<file path="src/rtl/reg_cmd_ctrl.sv">
// reg_cmd_ctrl: byte-stream command controller for an N-channel register bank.
//
// Parses framed host commands (0xAA, {rw,addr[6:0]}, [wdata]) from rx_data/rx_valid,
// pulses one bit of valid_bus (write) or rdreq_bus (read) for one cycle, and returns
// an ack/response frame on the tx ready/valid link.
//
// Ports:
//   clk, rst          clock, asynchronous active-high reset
//   rx_data/rx_valid  received byte + one-cycle strobe (no backpressure)
//   tx_data/tx_valid  response byte, held until tx_ready
//   tx_ready          transmitter accepts on tx_valid & tx_ready
//   master_data       write data to the bank, holds between writes
//   valid_bus         one-hot write strobe
//   rdreq_bus         one-hot read strobe
//   slave_data_bus    bank read data, byte i at [i*8+:8]
//   busy              high whenever the controller is not idle
//   err_cnt           saturating count of bad-address, dropped-byte and timeout events

// Per-channel address decode and read-data gating.
module reg_cmd_chan #(
  parameter int IDX = 0
) (
  input  logic [6:0] addr,
  input  logic [7:0] din,
  output logic       hit,
  output logic [7:0] dout
);
  assign hit  = (addr == 7'(IDX));
  assign dout = hit ? din : 8'h00;
endmodule

module reg_cmd_ctrl #(
  parameter int N       = 27,
  parameter int TIMEOUT = 1000
) (
  input  logic           clk,
  input  logic           rst,
  input  logic [7:0]     rx_data,
  input  logic           rx_valid,
  output logic [7:0]     tx_data,
  output logic           tx_valid,
  input  logic           tx_ready,
  output logic [7:0]     master_data,
  output logic [N-1:0]   valid_bus,
  output logic [N-1:0]   rdreq_bus,
  input  logic [N*8-1:0] slave_data_bus,
  output logic           busy,
  output logic [7:0]     err_cnt
);

  localparam int             CW     = $clog2(TIMEOUT + 1);
  localparam logic [CW-1:0]  TO_MAX = CW'(TIMEOUT - 1);
  localparam logic [7:0]     HDR    = 8'hAA;
  localparam logic [7:0]     ACK    = 8'h55;
  localparam logic [7:0]     NAK    = 8'hEE;

  typedef enum logic [2:0] {IDLE, CMD, WDATA, WSTB, RSTB, TX0, TX1, TX2} state_t;

  // Bytes after the first one of a response frame.
  typedef struct packed {
    logic [7:0] cmd;
    logic [7:0] rdata;
    logic       len3;
  } resp_t;

  state_t              state;
  resp_t               resp;
  logic [CW-1:0]       idle_cnt;
  logic [6:0]          dec_addr;
  logic [N-1:0]        hit;
  logic [N-1:0][7:0]   chan_dout;
  logic [7:0]          rd_sel;
  logic                addr_bad;
  logic                err_ev;

  assign busy = (state != IDLE);

  // The command byte is decoded straight off rx_data so the read strobe can be
  // registered on the same edge the command is accepted; later states use the latched cmd.
  assign dec_addr = (state == CMD) ? rx_data[6:0] : resp.cmd[6:0];
  assign addr_bad = ({1'b0, rx_data[6:0]} >= 8'(N));

  for (genvar i = 0; i < N; i++) begin : g_chan
    reg_cmd_chan #(.IDX(i)) u_chan (
      .addr (dec_addr),
      .din  (slave_data_bus[i*8 +: 8]),
      .hit  (hit[i]),
      .dout (chan_dout[i])
    );
  end

  always_comb begin
    rd_sel = 8'h00;
    for (int i = 0; i < N; i++) rd_sel = rd_sel | chan_dout[i];
  end

  // All error sources OR together so simultaneous events count once.
  always_comb begin
    err_ev = 1'b0;
    case (state)
      WSTB, RSTB, TX0, TX1, TX2: err_ev = rx_valid;
      CMD:   err_ev = rx_valid ? addr_bad : (idle_cnt == TO_MAX);
      WDATA: err_ev = !rx_valid && (idle_cnt == TO_MAX);
      default: err_ev = 1'b0;
    endcase
  end

  always_ff @(posedge clk or posedge rst) begin
    if (rst) begin
      state       <= IDLE;
      resp        <= '0;
      idle_cnt    <= '0;
      tx_valid    <= 1'b0;
      tx_data     <= 8'h00;
      master_data <= 8'h00;
      valid_bus   <= '0;
      rdreq_bus   <= '0;
      err_cnt     <= 8'h00;
    end else begin
      // Strobes are single-cycle pulses.
      valid_bus <= '0;
      rdreq_bus <= '0;
      if (err_ev && err_cnt != 8'hFF) err_cnt <= err_cnt + 8'h01;

      case (state)
        IDLE: begin
          if (rx_valid && rx_data == HDR) begin
            state    <= CMD;
            idle_cnt <= '0;
          end
        end

        CMD, WDATA: begin
          if (rx_valid) begin
            idle_cnt <= '0;
            if (state == CMD) begin
              resp.cmd <= rx_data;
              if (addr_bad) begin
                resp.len3 <= 1'b0;
                tx_valid  <= 1'b1;
                tx_data   <= NAK;
                state     <= TX0;
              end else if (rx_data[7]) begin
                rdreq_bus <= hit;
                state     <= RSTB;
              end else begin
                state <= WDATA;
              end
            end else begin
              master_data <= rx_data;
              valid_bus   <= hit;
              state       <= WSTB;
            end
          end else if (idle_cnt == TO_MAX) begin
            idle_cnt <= '0;
            state    <= IDLE;
          end else begin
            idle_cnt <= idle_cnt + 1'b1;
          end
        end

        WSTB: begin
          resp.len3 <= 1'b0;
          tx_valid  <= 1'b1;
          tx_data   <= ACK;
          state     <= TX0;
        end

        RSTB: begin
          // Bank data is combinational from rdreq, which is high this cycle.
          resp.rdata <= rd_sel;
          resp.len3  <= 1'b1;
          tx_valid   <= 1'b1;
          tx_data    <= ACK;
          state      <= TX0;
        end

        TX0: begin
          if (tx_ready) begin
            tx_data <= resp.cmd;
            state   <= TX1;
          end
        end

        TX1: begin
          if (tx_ready) begin
            if (resp.len3) begin
              tx_data <= resp.rdata;
              state   <= TX2;
            end else begin
              tx_valid <= 1'b0;
              tx_data  <= 8'h00;
              state    <= IDLE;
            end
          end
        end

        TX2: begin
          if (tx_ready) begin
            tx_valid <= 1'b0;
            tx_data  <= 8'h00;
            state    <= IDLE;
          end
        end

        default: state <= IDLE;
      endcase
    end
  end

endmodule

</file>
<file path="config.mk">
export PLATFORM = sky130hd
export DESIGN_NAME = reg_cmd_ctrl
export DESIGN_NICKNAME = d
export VERILOG_FILES = /design/src/rtl/reg_cmd_ctrl.sv
export SDC_FILE = /design/constraint.sdc
export NUM_CORES = 1
export LEC_CHECK = 0
export CELL_PAD_IN_SITES_DETAIL_PLACEMENT = 1
export CELL_PAD_IN_SITES_GLOBAL_PLACEMENT = 2
export CORE_MARGIN = 3
export CORE_UTILIZATION = 23
export CTS_CLUSTER_SIZE = 40
export DETAILED_ROUTE_END_ITERATION = 6
export PLACE_DENSITY_LB_ADDON = 0.1
export SLEW_MARGIN = 10
export SYNTH_ARGS = -nofsm -noshare
export SYNTH_HDL_FRONTEND = slang
export SYNTH_SLANG_ARGS = --single-unit
</file>
<file path="constraint.sdc">
create_clock -name clk -period 4.4 [get_ports clk]
set_input_delay 0.88 -clock clk [delete_from_list [all_inputs] [get_ports clk]]
set_output_delay 0.88 -clock clk [all_outputs]
set_load 0.01 [all_outputs]
</file>
### Metal 3, run 1

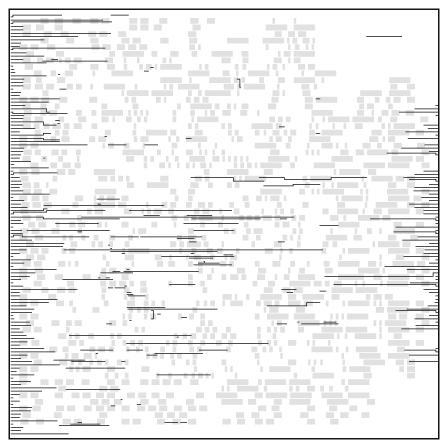
261 nets have wire on it. The layer carries 3220 um of wire. The longest straight run is 107 um. The wires run mostly horizontal. The layer holds 8.4% of the routed length.

### Layout detail, run 1

Window x 69 to 109, y 69 to 109 um. Cells in grey, sequential cells in the stronger grey; small squares are vias.
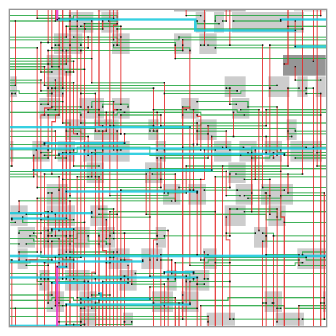
Key: red = M2; cyan = M3; magenta = M4; green = M1
Sequential cells in the window: 1. 72 logic cells have their middle in the window. Most frequent: nand2_1 (7), nor4_1 (7), o22ai_1 (7). Netlist names of flops here include `resp` (1).

### Clock wires, drivers and flops, run 1

Bar = 50 um.
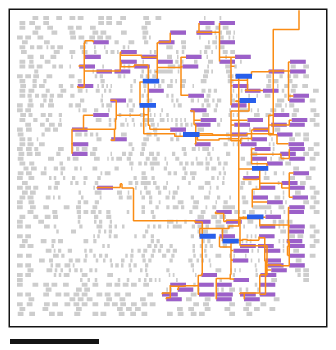
Key: purple = flip-flops [count 109]; orange = clock wires [length 1620 um]; blue = clock-net drivers [count 9]
There are 10 routed clock nets.

### Routed metal per tile, run 1

Bar = 50 um. 35 x 35 tiles, from white (low) to dark blue (high), scaled to the fullest tile. Values are wire area over tile area, all layers added.
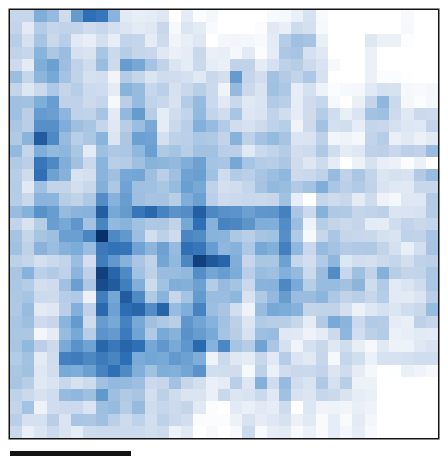
The mean over all tiles is 0.20. The fullest tile reaches 0.70. 14% of the tiles are over half the peak.

==> impl_metrics.yaml, run 1 <==
# implementation run metrics
clock_tree:
  root_buffer: "clkbuf_16"
  htreeDepth: 3
  clkLatencyLatePin_ns: 0.36
  postCtsHoldBufs: 0
  cts_sinks: 109
  cts_resized: 0
  clk_pin_slew_ns: 0.08
  cts_buffers: 9
  cts_tree: "built"
  post-cts-setup-buffer-count: 0
floorplan:
  fp_util_pct: 23.44
  num_tap_cells: 384
  rows: 62
  fp.dieW_um: 177.3
  io_pins: 308
  chipHeight_um: 177.3
  dieArea_um2: 31420
  coreArea_um2: 28780
routing:
  ant_nets: 0
  routed_wl_um: 38170
  drtIter0Drc: 612
  wl_met2_um: 17520
  wire_per_inst_um: 25.82
  met1_length_um: 16160
  drc: 0
  first_pass_iters: 5
  vias: 7745
  routed-wl-met3_um: 3221
  routed_via_density: 5.240
setup_path:
  worstSetupPathType: "input port to register"
  crit_chain: "clkdlybuf4s50_1 > or3b_1 > nor2_1 > a21oi_2 > o22ai_1 > a2111oi_0 > buf_4 > a41oi_1"
  crit_slowest_cell: "a2111oi_0"
  critPathLaunch: "rx_data[5]"
  ff2ff_path_depth: 9
  cp_slowest_stage_delay_ns: 1.07
  r2r-start: "state[2]"
  rrSetupSlack_ns: 0.72
  endpoint_kind: "register"
  cp.arrival_ns: 4.27
  cp_top_family: "AND-OR/OR-AND gates"
  rr_endpoint: "resp[6]"
  endpoint: "resp[6]"
  cp.depth: 8
  cp_data_required_time_ns: 4.61
  critPathMaxFanout: 11
  cp_num_buf_inv: 2
run:
  warnings: 26
  max-cap-violations: 0
synth:
  yosys_warnings: 0
  syn_area_um2: 6745
  netlist_top_cells_count: "dfrtp_1, nor2_1, nand2_1, o21ai_0, a22oi_1"
  syn_area_per_cell_um2: 8.571
  area_leaders: "dfrtp_1, nor2_1, o21ai_0, nand2_1, a22oi_1"
  postSynthSeqShare_pct: 40.44
  syn_inst: 787
  synth-area-yosys_um2: 6745
  fp_nets: 1017
  most_common_cell: "dfrtp_1"
  ys.flop_type: "dfrtp_1"
  yosysUniqueCellTypes: 72
  synth_flops: 109
  async_flop_share_pct: 100.0
  ys_sh_simple_pct: 27.29
  synthAdderAreaFrac_pct: 0.3710
  mux_share_pct: 3.858
  ys_sh_aoi_pct: 22.52
  yosys.area.top_type: "dfrtp_1"
  synth.top_cell.area_share_pct: 40.44
  logic_family: "simple AND/OR/NAND/NOR gates"
power_and_ir_drop:
  p_sw_mw: 2.068
  combPwrFrac_pct: 50.0
  swShare_pct: 43.09
  power_mw: 4.800
  p_seq_share_pct: 30.7
  p_clk_uw: 925
  power.internal_mw: 2.732
  peakVddDrop_mv: 0.2077
  powerDensity_nw_per_um2: 450.6
  power.group.top: "combinational logic"
  clockPowerShare_pct: 19.3
cells_and_area:
  comb.multi_input.count: 623
  clkCellAreaFrac_pct: 3.113
  final_layout_top_logic_cells: "clkdlybuf4s50_1, dfrtp_1, nor2_1"
  area.share.combinational_pct: 35.28
  fillers: 3308
  area_growth_pct: 57.93
  nClkBuffers: 10
  regArea_um2: 2728
  logic_area_um2: 3759
  bufAreaShareNonClock_pct: 31.22
  design.seq.count: 109
  fin_cells: 1478
  design_area_um2: 10650
  buffers: 339
  seq_area_share_pct: 25.60
  diodes: 0
  largest_class: "combinational gates"
  nets: 1319
  reg_top3: "rdreq_bus x27, valid_bus x27, resp x17"
  finish.utilization_pct: 37.01
  mostFrequentLayoutCell: "clkdlybuf4s50_1"
outcome:
  outcome: "finished, final reports clean"
worst_hold_path:
  hold_class: "register to register"
  hold_path_end: "master_data[6]"
  min_delay_path_depth: 2
placement:
  post-dp-hpwl_um: 31210
  gp_congestion: 0.9375
  dp_cells: 1462
  place_area_um2: 10320
  place_worst_setup_slack_ns: 0.04191
  io_buffers: 307
sta:
  drv_slew: 0
  worstMarginPinSlew_ns: 1.172
  postLayoutSetupSlackWorst_ns: 0.3418
  setup_viol: 0
  fmax_mhz: 246.4
  period_needed_ns: 4.058
  clock_skew_ns: 0.006772
  final_hold_viol_count: 0
  rsz0062_at_grt: "no"
  slew_headroom_pct: 19.87
grt:
  grt_pass1_vias: 8295
  met3_usage_pct: 6.650
  grt_usage_pct: 23.89
  grt_pass1_wl_um: 55030
  met2_usage_pct: 38.88
  antenna_found_initial: 2
  grt_max_degree: 55
  globalRouteMet1Util_pct: 30.57
  top_usage_layer: "met2"
==> inputs of run 2 (changes only) <==
--- a/config.mk
+++ b/config.mk
@@ -8,5 +8,5 @@
 export CELL_PAD_IN_SITES_DETAIL_PLACEMENT = 1
 export CELL_PAD_IN_SITES_GLOBAL_PLACEMENT = 2
-export CORE_MARGIN = 3
+export CORE_MARGIN = 4
 export CORE_UTILIZATION = 23
 export CTS_CLUSTER_SIZE = 40
==> constraint.sdc (replaced) <==
create_clock -name clk -period 4.4 [get_ports clk]
set_input_delay 0.88 -clock clk [delete_from_list [all_inputs] [get_ports clk]]
set_output_delay 0.88 -clock clk [all_outputs]
set_load 0.1 [all_outputs]
### Metal 3, run 2

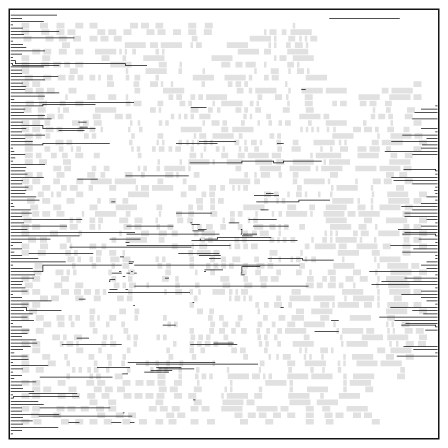
The layer holds 8.2% of the routed length. The layer carries 3180 um of wire. 259 nets have wire on it. The longest straight run is 72.7 um. The wires run mostly horizontal.

==> run 2 against run 1 <==
Wire length up 2.0%. Area after synthesis did not move. Non-clock buffer count is 4 higher. Cell count rose by 0.34%. Register-to-register slack better by 0.22 ns. First-iteration DRC count shrank 10%. Power increased by 15%. Via count fell by 0.32%.
==> impl_metrics.yaml, run 2 <==
# implementation run metrics
outcome:
  outcome: "finished, final reports clean"
setup_path:
  crit_chain: "clkdlybuf4s50_1 > or3b_1 > nor2_1 > a21oi_2 > o22ai_1 > a2111oi_0 > buf_4 > a41oi_1"
  worstSetupPathType: "input port to register"
  cp_data_required_time_ns: 4.62
  rrSetupSlack_ns: 0.94
  r2r-start: "state[2]"
  cp_slowest_stage_delay_ns: 0.70
  critPathMaxFanout: 11
  cp_top_family: "AND-OR/OR-AND gates"
  cp.arrival_ns: 3.85
  critPathLaunch: "rx_data[6]"
  cp_num_buf_inv: 2
  rr_endpoint: "resp[6]"
synth:
  postSynthSeqShare_pct: 40.44
  ys_sh_aoi_pct: 22.52
  syn_inst: 787
  mux_share_pct: 3.858
  most_common_cell: "dfrtp_1"
  syn_area_um2: 6745
  synth_flops: 109
  ys.flop_type: "dfrtp_1"
  syn_area_per_cell_um2: 8.571
  async_flop_share_pct: 100.0
  logic_family: "simple AND/OR/NAND/NOR gates"
  ys_sh_simple_pct: 27.29
  fp_nets: 1017
  area_leaders: "dfrtp_1, nor2_1, o21ai_0, nand2_1, a22oi_1"
  synth-area-yosys_um2: 6745
cells_and_area:
  comb.multi_input.count: 623
  fillers: 3327
  diodes: 1
  mostFrequentLayoutCell: "clkdlybuf4s50_1"
  area.share.combinational_pct: 35.28
  largest_class: "combinational gates"
  final_layout_top_logic_cells: "clkdlybuf4s50_1, dfrtp_1, nor2_1"
  design_area_um2: 10650
  seq_area_share_pct: 25.60
  area_growth_pct: 57.95
  nClkBuffers: 11
  design.seq.count: 109
  reg_top3: "rdreq_bus x27, valid_bus x27, resp x17"
  logic_area_um2: 3759
  clkCellAreaFrac_pct: 2.842
  nets: 1323
sta:
  slew_headroom_pct: 27.76
  clock_skew_ns: 0.01590
  rsz0062_at_grt: "no"
  postLayoutSetupSlackWorst_ns: 0.7713
  drv_slew: 0
  worstMarginPinSlew_ns: 1.074
  period_needed_ns: 3.629
  setup_viol: 0
  fmax_mhz: 275.6
clock_tree:
  cts_sinks: 109
  cts_buffers: 9
  cts_resized: 0
  root_buffer: "clkbuf_16"
  clk_pin_slew_ns: 0.08
power_and_ir_drop:
  combPwrFrac_pct: 57.4
  clockPowerShare_pct: 15.6
  powerDensity_nw_per_um2: 518.2
  p_clk_uw: 862
  swShare_pct: 51.49
  p_seq_share_pct: 27.0
  power_mw: 5.521
  power.internal_mw: 2.678
floorplan:
  fp_util_pct: 23.44
  rows: 62
  num_tap_cells: 384
  chipHeight_um: 179.3
  io_pins: 308
  dieArea_um2: 32130
  coreArea_um2: 28780
  fp.dieW_um: 179.3
run:
  warnings: 26
  max-cap-violations: 0
routing:
  routed-wl-met3_um: 3184
  first_pass_iters: 5
  drtIter0Drc: 549
  wl_met2_um: 18160
  ant_nets: 0
  drc: 0
  routed_via_density: 5.206
  met1_length_um: 16770
grt:
  met2_usage_pct: 39.14
  grt_usage_pct: 23.78
  grt_pass1_vias: 8292
  globalRouteMet1Util_pct: 30.96
placement:
  post-dp-hpwl_um: 32140
  place_worst_setup_slack_ns: 0.4973
  place_area_um2: 10350
  io_buffers: 307
  dp_cells: 1466
worst_hold_path:
  hold_class: "register to register"
No activity file was given, so power comes from the tool's default toggle rates.
